===== src/rtl/regfile_pkg.sv =====
// regfile_sb shared types: sweep FSM state, default sizes, zero-register index.
// Imported by the interface, the scoreboard and the top.
package regfile_pkg;

  typedef enum logic {
    RF_INIT,
    RF_RUN
  } rf_state_e;

  localparam int RF_WIDTH = 32;
  localparam int RF_DEPTH = 32;
  localparam int RF_ZERO  = 0;

endpackage


===== src/rtl/regfile_sb_if.sv =====
// regfile_sb port bundle: read ports, writeback, issue, init status.
// master drives ra/we/wa/wd/iss_*; slave returns rd/rbusy/wr_old/init_busy.
interface regfile_sb_if
  import regfile_pkg::*;
#(
  parameter int WIDTH = RF_WIDTH,
  parameter int DEPTH = RF_DEPTH,
  parameter int NREAD = 2,
  parameter int AW    = $clog2(DEPTH)
);

  logic [NREAD-1:0][AW-1:0]    ra;
  logic [NREAD-1:0][WIDTH-1:0] rd;
  logic [NREAD-1:0]            rbusy;
  logic                        we;
  logic [AW-1:0]               wa;
  logic [WIDTH-1:0]            wd;
  logic [WIDTH-1:0]            wr_old;
  logic                        iss_valid;
  logic [AW-1:0]               iss_addr;
  logic                        init_busy;

  modport master (
    output ra, we, wa, wd,
    output iss_valid, iss_addr,
    input  rd, rbusy, wr_old,
    input  init_busy
  );

  modport slave (
    input  ra, we, wa, wd,
    input  iss_valid, iss_addr,
    output rd, rbusy, wr_old,
    output init_busy
  );

endinterface


===== src/rtl/regfile_sb_scoreboard.sv =====
// Busy-bit scoreboard: DEPTH bits, async clear, set/clear, NREAD lookups.
// Ports: clk, rst, set_en/set_addr, clr_en/clr_addr, ra (lookups), busy.
module regfile_scoreboard
  import regfile_pkg::*;
#(
  parameter int DEPTH = RF_DEPTH,
  parameter int NREAD = 2,
  parameter int AW    = $clog2(DEPTH)
) (
  input  logic                     clk,
  input  logic                     rst,
  input  logic                     set_en,
  input  logic [AW-1:0]            set_addr,
  input  logic                     clr_en,
  input  logic [AW-1:0]            clr_addr,
  input  logic [NREAD-1:0][AW-1:0] ra,
  output logic [NREAD-1:0]         busy
);

  logic [DEPTH-1:0] bits;

  // Set beats clear so a new producer issued in the
  // writeback cycle keeps the register reserved.
  always_ff @(posedge clk or posedge rst) begin
    if (rst) begin
      bits <= '0;
    end else begin
      bits[RF_ZERO] <= 1'b0;
      for (int i = RF_ZERO + 1; i < DEPTH; i++) begin
        if (set_en && set_addr == AW'(i))
          bits[i] <= 1'b1;
        else if (clr_en && clr_addr == AW'(i))
          bits[i] <= 1'b0;
      end
    end
  end

  always_comb begin
    busy = '0;
    for (int i = 0; i < NREAD; i++)
      busy[i] = bits[ra[i]];
  end

endmodule


===== src/rtl/regfile_sb.sv =====
// Scoreboarded register file with post-reset zeroing sweep.
// Ports: clk, rst, bus (regfile_sb_if.slave). Option: REGFILE_SB_BYPASS_EN.
module regfile_sb
  import regfile_pkg::*;
#(
  parameter int WIDTH = RF_WIDTH,
  parameter int DEPTH = RF_DEPTH,
  parameter int NREAD = 2
) (
  input logic         clk,
  input logic         rst,
  regfile_sb_if.slave bus
);

  localparam int AW = $clog2(DEPTH);
  localparam logic [AW-1:0] ZERO = AW'(RF_ZERO);
  localparam logic [AW-1:0] LAST = AW'(DEPTH - 1);

  rf_state_e        state;
  logic [AW-1:0]    cnt;
  logic [WIDTH-1:0] rf [DEPTH];
  logic             run;
  logic             wen;
  logic             set_en;
  logic [NREAD-1:0] sb_busy;
  logic [NREAD-1:0] fwd;

  assign run    = (state == RF_RUN);
  assign wen    = run && bus.we && (bus.wa != ZERO);
  assign set_en = run && bus.iss_valid &&
                  (bus.iss_addr != ZERO);

  // Sweep counter starts at 1: entry 0 is hardwired.
  always_ff @(posedge clk or posedge rst) begin
    if (rst) begin
      state         <= RF_INIT;
      cnt           <= AW'(1);
      bus.init_busy <= 1'b1;
    end else if (!run) begin
      cnt <= cnt + AW'(1);
      if (cnt == LAST) begin
        state         <= RF_RUN;
        bus.init_busy <= 1'b0;
      end
    end
  end

  // Reset-less storage; the sweep supplies the zeroes.
  always_ff @(posedge clk) begin
    if (!run)
      rf[cnt] <= '0;
    else if (wen)
      rf[bus.wa] <= bus.wd;
  end

  regfile_scoreboard #(
    .DEPTH (DEPTH),
    .NREAD (NREAD),
    .AW    (AW)
  ) u_sb (
    .clk      (clk),
    .rst      (rst),
    .set_en   (set_en),
    .set_addr (bus.iss_addr),
    .clr_en   (wen),
    .clr_addr (bus.wa),
    .ra       (bus.ra),
    .busy     (sb_busy)
  );

  always_comb begin
    fwd = '0;
`ifdef REGFILE_SB_BYPASS_EN
    for (int i = 0; i < NREAD; i++)
      fwd[i] = wen && (bus.wa == bus.ra[i]);
`endif
  end

  always_comb begin
    bus.rd    = '0;
    bus.rbusy = '1;
    if (run) begin
      for (int i = 0; i < NREAD; i++) begin
        if (fwd[i]) begin
          bus.rd[i]    = bus.wd;
          bus.rbusy[i] = set_en &&
                         (bus.iss_addr == bus.wa);
        end else begin
          bus.rd[i]    = (bus.ra[i] == ZERO) ? '0
                         : rf[bus.ra[i]];
          bus.rbusy[i] = sb_busy[i];
        end
      end
    end
  end

  assign bus.wr_old = (run && bus.wa != ZERO)
                      ? rf[bus.wa] : '0;

endmodule


===== src/flat_wrapper.sv =====
// flat-port wrapper written by rule: the top's interface ports become plain ports
module regfile_sb_flat import regfile_pkg::*;
#(
  parameter int WIDTH = RF_WIDTH,
  parameter int DEPTH = RF_DEPTH,
  parameter int NREAD = 2
)
  (clk, rst, bus_ra, bus_we, bus_wa, bus_wd, bus_iss_valid, bus_iss_addr, bus_rd, bus_rbusy, bus_wr_old, bus_init_busy);
  regfile_sb_if #(.WIDTH(WIDTH), .DEPTH(DEPTH), .NREAD(NREAD)) bus_i ();
  input logic clk;
  input logic rst;
  input wire logic [$bits(bus_i.ra)-1:0] bus_ra;
  input wire logic [$bits(bus_i.we)-1:0] bus_we;
  input wire logic [$bits(bus_i.wa)-1:0] bus_wa;
  input wire logic [$bits(bus_i.wd)-1:0] bus_wd;
  input wire logic [$bits(bus_i.iss_valid)-1:0] bus_iss_valid;
  input wire logic [$bits(bus_i.iss_addr)-1:0] bus_iss_addr;
  output wire logic [$bits(bus_i.rd)-1:0] bus_rd;
  output wire logic [$bits(bus_i.rbusy)-1:0] bus_rbusy;
  output wire logic [$bits(bus_i.wr_old)-1:0] bus_wr_old;
  output wire logic [$bits(bus_i.init_busy)-1:0] bus_init_busy;
  assign bus_i.ra = bus_ra;
  assign bus_i.we = bus_we;
  assign bus_i.wa = bus_wa;
  assign bus_i.wd = bus_wd;
  assign bus_i.iss_valid = bus_iss_valid;
  assign bus_i.iss_addr = bus_iss_addr;
  assign bus_rd = bus_i.rd;
  assign bus_rbusy = bus_i.rbusy;
  assign bus_wr_old = bus_i.wr_old;
  assign bus_init_busy = bus_i.init_busy;
  regfile_sb #(.WIDTH(WIDTH), .DEPTH(DEPTH), .NREAD(NREAD)) u_core (.clk(clk), .rst(rst), .bus(bus_i));
endmodule

===== config.mk =====
export PLATFORM = sky130hd
export DESIGN_NAME = regfile_sb_flat
export DESIGN_NICKNAME = d
export VERILOG_FILES = /design/src/rtl/regfile_pkg.sv /design/src/rtl/regfile_sb_if.sv /design/src/rtl/regfile_sb_scoreboard.sv /design/src/rtl/regfile_sb.sv /design/src/flat_wrapper.sv
export SDC_FILE = /design/constraint.sdc
export NUM_CORES = 2
export LEC_CHECK = 0
export CAP_MARGIN = 20
export CORE_ASPECT_RATIO = 0.9
export CORE_MARGIN = 2
export CORE_UTILIZATION = 50
export CTS_CLUSTER_DIAMETER = 100
export DETAILED_ROUTE_END_ITERATION = 12
export DONT_BUFFER_PORTS = 1
export PLACE_DENSITY = 0.68
export SYNTH_ARGS = -nofsm -noshare
export SYNTH_HDL_FRONTEND = slang
export SYNTH_SLANG_ARGS = --single-unit

===== constraint.sdc =====
create_clock -name clk -period 4.8 [get_ports clk]
set_input_delay 0.96 -clock clk [delete_from_list [all_inputs] [get_ports clk]]
set_output_delay 0.96 -clock clk [all_outputs]
set_load 0.02 [all_outputs]

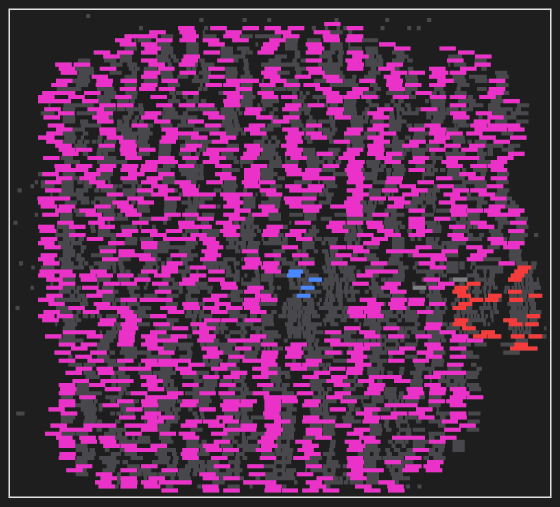
(images/flops_by_reg.png)
Other sequential cells in the stronger gray, the rest of the logic in the fainter gray.
legend:
  u_core.rf:
    color: magenta
    sequential_cells: 1024
    where: all over the die
  u_core.u_sb.bits:
    color: red
    sequential_cells: 31
    where: middle right
  u_core.cnt:
    color: blue
    sequential_cells: 5
    where: center
not colored: 2

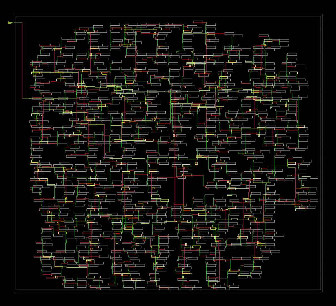
(images/clocks.png)
number of buffers created by CTS: 112
clock skew: 30.3 ps
flip-flops: 1062
clock network power consumption: 8510 µW

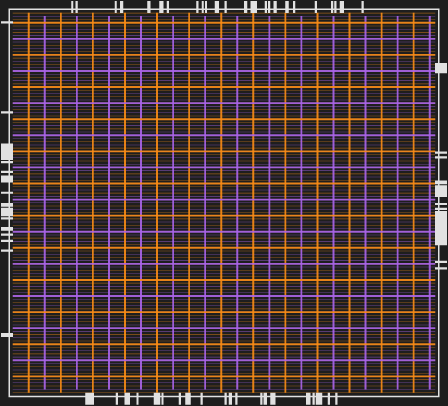
(images/power_grid.png)
Pins as bars on the die edge.
legend:
  VSS:
    color: orange
  VDD:
    color: purple
met5 straps: 23
met4 straps: 26
signal pins: 155
met1 rails: 119
rows: 118

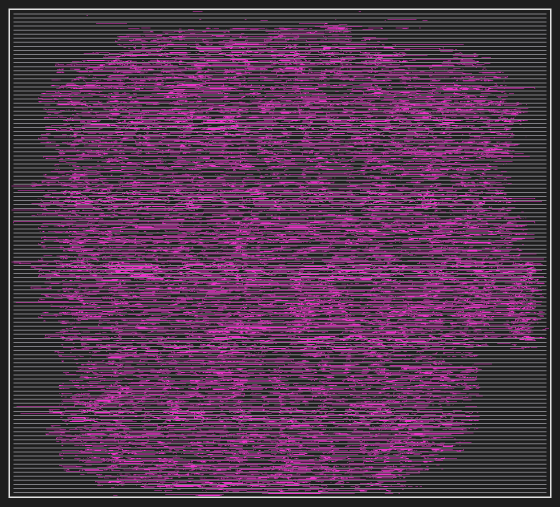
(images/layer_met1.png)
Supply wires on this layer in gray.
share of all routed wire: 36%
nets with wire on the layer: 3018

==> out/qor_table.md <==
| Metric | Value | Unit |
|---|---|---|
| Switching portion of total power | 22.8 | % |
| Sum of overflow across all layers after global routing | 0 | - |
| Yosys-reported design area after synthesis | 57700 | µm² |
| Top contributor to total power | sequential cells | - |
| Number of standard cells reported by yosys | 3118 | - |
| FF-to-FF Start | u_core.run$_DFF_PP0_ | - |
| CTS Sinks | 1062 | - |
| Global-route total usage across every layer | 31.5 | % |
| Count of buffers added by post-CTS timing repair for setup | 0 | - |
| Clock-pin slew of the registers on the worst-case setup and hold paths | 60 | ps |
| Clock tree buffer depth | 3 | - |
| TritonCTS clock tree | built | - |
| Final setup slack of the worst path | -273 | ps |
| Chain of cells forming the critical path | mux2_2 > a221oi_1 > and3_1 > a211oi_1 > buf_4 | - |
| First-pass detailed-route iteration total | 6 | - |
| Final Wtd Congestion | 0.901 | - |
| Fraction of layout instances using a drive strength above 1 | 35.7 | % |
| Flop+latch power | 10300 | µW |
| Largest stage delay, worst path | 940 | ps |
| Final worst path period need | 5070 | ps |
| Worst min path class | in -> async | - |
| Final cell utilization of the core | 55.4 | % |
| Number of antenna violations at the first check in global routing | 12 | - |
| Clk_lat worst skew | 720 | ps |
| Critical Path Start Type | input port | - |
| Total Nets Final | 3148 | - |
| # Max-Cap Violations | 0 | - |
| CP required | 3840 | ps |
| Failing checks | max-slew violations, negative setup slack | - |
| Number of gates resized after cts | 0 | - |
| Max-slew violation total from the final report | 147 | - |
| Sequential cell fraction of total power | 50.0 | % |
| End of the worst register-to-register path | u_core.rf[24][3]$_DFFE_PP_ | - |
| Hold-fix buffer count after cts | 0 | - |
| Cell area after synthesis | 57700 | µm² |
| DRC violation count after routing | 0 | - |
| Run status | complete, but fails checks | - |
| Max FO, Critical Path | 333 | - |
| Slew HR | -7.41 | % |
| Setup violation total in the final timing report | 1 | - |
| Total wire length | 187 | mm |
metrics by stage:
step / std cells / total power, µW / hold WS, ps
after global routing: 4683 / 20900 / 316
final: 4688 / 20500 / 289
after detailed placement: 4473 / 12100 / 514
after floorplan: 3118 / 11900 / 481
after CTS: 4680 / 20500 / 265
after global placement: 4473 / 12100 / 511
cell families (layout without fill, tap and decap cells):
logic type	count (synthesis)	count (layout)	synth area share (%)
buf+inv	309	374	2.43
simple gates	200	200	1.93
flops	1062	1062	54.9
compound gates	420	420	5.53
other cells	0	5	0
fa+ha+maj	2	2	0.0433
mux	1122	1122	35.1
xor+xnor	3	3	0.0455
final cells by class:
| type | instances | area, µm² |
|---|---|---|
| multi-input cells | 1747 | 25000 |
| diodes | 5 | 12.5 |
| inverters | 6 | 25.0 |
| repair buffers | 161 | 1390 |
| flip-flops and latches | 1062 | 31700 |
| clock buffers | 132 | 2920 |
| well taps | 1500 | 1880 |
| fillers | 8467 | 51200 |
| clock inverters | 75 | 621 |
worst max path at each step:
stage	to	cells after the start
floorplan	u_core.rf[22][0]$_DFFE_PP_	6
global placement	bus_wr_old[14]	5
detailed placement	bus_rd[33]	5
CTS	bus_rd[33]	5
global route	bus_rd[33]	5
finish	bus_wr_old[14]	5
layer usage:
metal / track usage (%) / part of all wire (%) / up-vias
met4: 11.7 / 4.2 / 12
li1: - / - / 13800
met1: 43.8 / 36 / 19300
met3: 9.12 / 13 / 485
met5: 0 / 0.040 / -
met2: 47.7 / 46 / 2860
flip-flops by register name (all words and copies together), names as in the netlist:
signal,count
u_core.cnt,5
u_core.run,1
u_core.u_sb.bits,31
u_core.rf,1024
u_core.bus.init_busy,1
Power is estimated from default activity; no workload was simulated.
